### config.mk
export PLATFORM = sky130hd
export DESIGN_NAME = dmux_tx_pacer
export DESIGN_NICKNAME = d
export VERILOG_FILES = /design/src/rtl/dmux_tx_pacer.sv
export SDC_FILE = /design/constraint.sdc
export NUM_CORES = 1
export LEC_CHECK = 0
export ABC_CLOCK_PERIOD_IN_PS = 4100
export CAP_MARGIN = 20
export CORE_ASPECT_RATIO = 1.75
export CORE_MARGIN = 1
export CORE_UTILIZATION = 60
export DETAILED_ROUTE_END_ITERATION = 8
export GPL_ROUTABILITY_DRIVEN = 0
export GPL_TIMING_DRIVEN = 0
export PLACE_DENSITY = 0.84
export SYNTH_ARGS = -nofsm -noshare
export SYNTH_HDL_FRONTEND = slang
export SYNTH_SLANG_ARGS = --single-unit
### constraint.sdc
create_clock -name clk -period 4.1 [get_ports clk]
set_input_delay 0.41 -clock clk [delete_from_list [all_inputs] [get_ports clk]]
set_output_delay 0.41 -clock clk [all_outputs]
set_load 0.005 [all_outputs]
### src/rtl/dmux_tx_pacer.sv
// Source-side feeder for async_dmux: buffers core words in a small FIFO and replays them
// as single-cycle val_d strobes spaced at least GAP+1 cycles apart.
module dmux_tx_pacer #(
  parameter int DW    = 32,
  parameter int DEPTH = 4,
  parameter int GAP   = 4
) (
  input  logic                   clk,
  input  logic                   rstn,
  input  logic                   in_valid,
  output logic                   in_ready,
  input  logic [DW-1:0]          in_data,
  output logic                   val_d,
  output logic [DW-1:0]          d,
  output logic [$clog2(DEPTH):0] level,
  output logic                   busy
);

  localparam int AW = $clog2(DEPTH);
  localparam int LW = AW + 1;
  localparam logic [7:0] GAP_LOAD = 8'(GAP);

  typedef enum logic [1:0] {IDLE, FIRE, HOLD} state_t;

  state_t        state;
  logic [DW-1:0] mem [DEPTH];
  logic [AW-1:0] wr_ptr;
  logic [AW-1:0] rd_ptr;
  logic [7:0]    gap_cnt;
  logic          push;
  logic          pop;
  logic          fire_slot;

  assign in_ready  = (level != LW'(DEPTH));
  assign push      = in_valid && in_ready;
  // A strobe may start from IDLE, on the last HOLD cycle, or back-to-back when GAP is zero.
  assign fire_slot = (state == IDLE)
                  || ((state == HOLD) && (gap_cnt <= 8'd1))
                  || ((state == FIRE) && (GAP == 0));
  assign pop       = fire_slot && (level != '0);
  assign busy      = (level != '0) || (state != IDLE);

  always_ff @(posedge clk) begin
    if (push) begin
      mem[wr_ptr] <= in_data;
    end
  end

  always_ff @(posedge clk or negedge rstn) begin
    if (!rstn) begin
      wr_ptr <= '0;
      rd_ptr <= '0;
      level  <= '0;
    end else begin
      if (push) begin
        wr_ptr <= wr_ptr + AW'(1);
      end
      if (pop) begin
        rd_ptr <= rd_ptr + AW'(1);
      end
      case ({push, pop})
        2'b10:   level <= level + LW'(1);
        2'b01:   level <= level - LW'(1);
        default: level <= level;
      endcase
    end
  end

  // The pop edge is the edge that enters FIRE, so d and val_d load from the FIFO head together.
  always_ff @(posedge clk or negedge rstn) begin
    if (!rstn) begin
      state   <= IDLE;
      gap_cnt <= '0;
      val_d   <= 1'b0;
      d       <= '0;
    end else begin
      val_d <= 1'b0;
      case (state)
        IDLE: begin
          if (pop) begin
            state <= FIRE;
          end
        end
        FIRE: begin
          if (GAP == 0) begin
            state <= pop ? FIRE : IDLE;
          end else begin
            state   <= HOLD;
            gap_cnt <= GAP_LOAD;
          end
        end
        HOLD: begin
          gap_cnt <= (gap_cnt == 8'd0) ? 8'd0 : gap_cnt - 8'd1;
          if (gap_cnt <= 8'd1) begin
            state <= pop ? FIRE : IDLE;
          end
        end
        default: begin
          state   <= IDLE;
          gap_cnt <= '0;
        end
      endcase
      if (pop) begin
        val_d <= 1'b1;
        d     <= mem[rd_ptr];
      end
    end
  end

endmodule

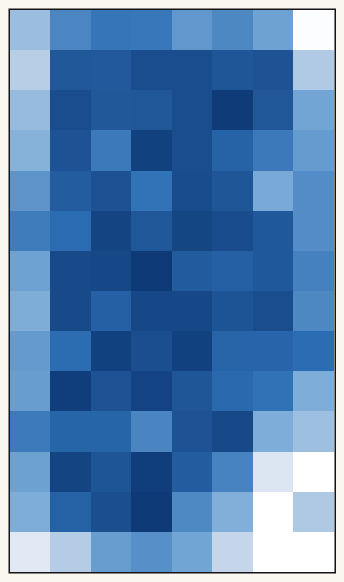
(placement density heat map)
8 x 14 tiles, from white (low) to dark blue (high), 0 to 100% covered.
emptiest ninth of the die: bottom right
nearly empty tiles: 4.5%
fullest tile: 96%
mean over tiles: 69%

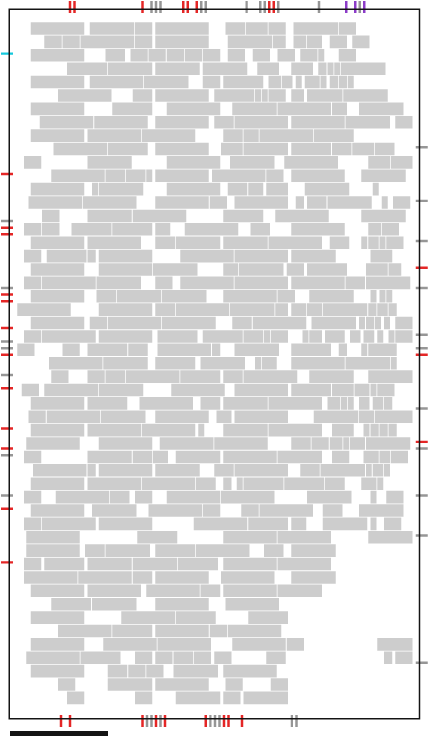
(ports around the boundary)
Bar = 20 µm. Pins as bars across the die edge, other pins in gray.
legend:
  cyan:
    port: `clk`
    pins: 1
    direction: input
    edge: left
  purple:
    port: `level`
    pins: 3
    direction: output
    edge: top
  red:
    port: `in_data`
    pins: 32
    direction: input
    edge: 12 left, 9 bottom, 8 top, 3 right
all pins by edge: 22 top, 20 left, 17 bottom, 14 right

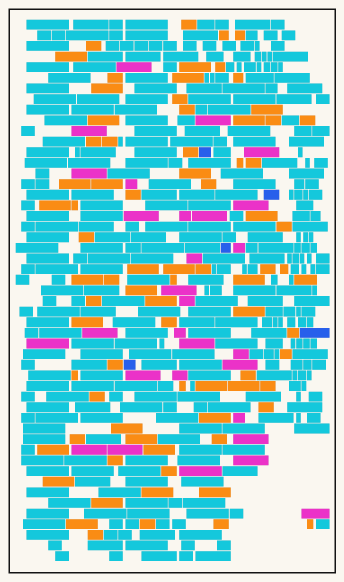
(cell sizes after repair)
legend:
  cyan:
    size: drive 1 or less
    cells: 339
    most_used: edfxtp_1
  blue:
    size: drive 3 to 4
    cells: 5
    most_used: clkinv_4
  magenta:
    size: drive 6 and up
    cells: 29
    most_used: clkbuf_16
  orange:
    size: drive 2
    cells: 78

==> layout by cell type, fill, tap and decap left out, drive strengths merged, types with 2 or more instances in the layout <==
master / synthesis / layout
edfxtp: 128 / 128
clkdlybuf4s50: 0 / 71
dfrtp: 50 / 50
mux2: 34 / 34
mux4: 32 / 32
clkbuf: 5 / 24
inv: 13 / 19
ha: 12 / 12
nor2: 10 / 10
nand2: 9 / 9
buf: 7 / 9
xor2: 5 / 5
clkinv: 0 / 5
nand3: 4 / 4
and3: 4 / 4
xnor2: 4 / 4
o21ai: 4 / 4
nor3: 3 / 3
and2: 2 / 2
a31oi: 2 / 2
bufinv: 0 / 2
nor4: 2 / 2
==> results.tsv <==
stage	metric	value	unit
pwr	finalPower	6650	µW
synthesis	synth_nets	393	
clocking	htreeDepth	4	
timing	hold-worst-slack	0.475	ns
synthesis	syn_area_per_cell	20.0	µm²
drt	vias_per_cell	5.93	
floorplanning	die_h	144	µm
grt	grt_pass1_vias	3680	
pwr	swShare	0.297	
setup_path	slowest_stage	nor4_4	
pwr	power.density	792	nW/µm²
pwr	power.group.top	registers	
drt	wl	12400	µm
clocking	clkTransAtPathRegs	0.07	ns
finish	drive_gt1_frac	0.248	
synthesis	synth.most_common_cell	edfxtp_1	
timing	fmax	352	MHz
place	dp_slack	1.30	ns
setup_path	rrSetupSlack	1.26	ns
pwr	clock_power	1580	µW
timing	setup-tns-final	0	ns
finish	logic_area	1690	µm²
clocking	ctsRootBufferMaster	clkbuf_16	
synthesis	aoi_share	0.0151	
setup_path	cp_num_buf_inv	2	
grt	use_met2	0.395	
synthesis	synth_top_flop_cell	edfxtp_1	
timing	tightestPinTransition	0.954	ns
clocking	cts_sinks	178	
clocking	cts_made_buffers	17	
floorplanning	die_w	83.1	µm
setup_path	worst_path_largest_cell_delay	0.50	ns
clocking	cts_setup_buffers	0	
clocking	cts_resized	0	
floorplanning	fp_util	0.618	
clocking	cts_tree	yes	
pwr	p_comb_frac	0.354	
grt	grtUsageMet1	0.266	
worst_hold_path	hp-class	in2async	
finish	fillers	611	
setup_path	r2r_start	gap_cnt[5]	
clocking	clock_latency	0.42	ns
timing	finalClockPeriodUsage	0.693	
finish	buffers	86	
timing	post-route-min-period	2.84	ns
setup_path	crit_end	level[2]	
finish	top_register	mem	
pwr	clkPwrFrac	0.237	
synthesis	top_cells_by_area	edfxtp_1 56%, dfrtp_1 18%, mux4_2 10%	
setup_path	crit_family	simple AND/OR/NAND/NOR gates	
setup_path	critPathRequiredTime	4.44	ns
finish	largest_reg_flops	128	
finish	comb_share	0.201	
finish	n_clock_buffer	19	
place	dp_hpwl	7790	µm
synthesis	postSynthSeqShare	0.739	
drt	ant_nets	0	
clocking	clockBufferDepth	2	
synthesis	simple_gate_share	0.0310	
drt	wl_met2	6820	µm
finish	register_area	5090	µm²
setup_path	timing.rr.end	level[2]	
setup_path	cp-start-kind	flop	
setup_path	endpoint_kind	flop	
drt	route.detailed.drc	0	
floorplanning	rows	51	
setup_path	path_common_cell	xor2_1	
timing	drv_slew	0	
finish	area_growth	21.7	%
pwr	ir_drop	0.538	mV
floorplanning	n_tap_cell	132	
finish	fin_util	0.752	
status	status	completed	
drt	route.met3.wl	436	µm
synthesis	xor_area_frac	0.0114	
finish	design_area	8390	µm²
clocking	ctsHoldBuffers	1	
setup_path	crit_type	reg2reg	
timing	setup_violations	0	
timing	rsz0062_at_grt	no	
grt	grt_pass1_wl	19600	µm
job	cap_violations	0	
synthesis	top_area_frac	0.557	
finish	dominant_cells	flip-flops and latches	
grt	met3_usage	0.0505	
Power figures rest on the tool's default switching activity, not on a simulated workload.
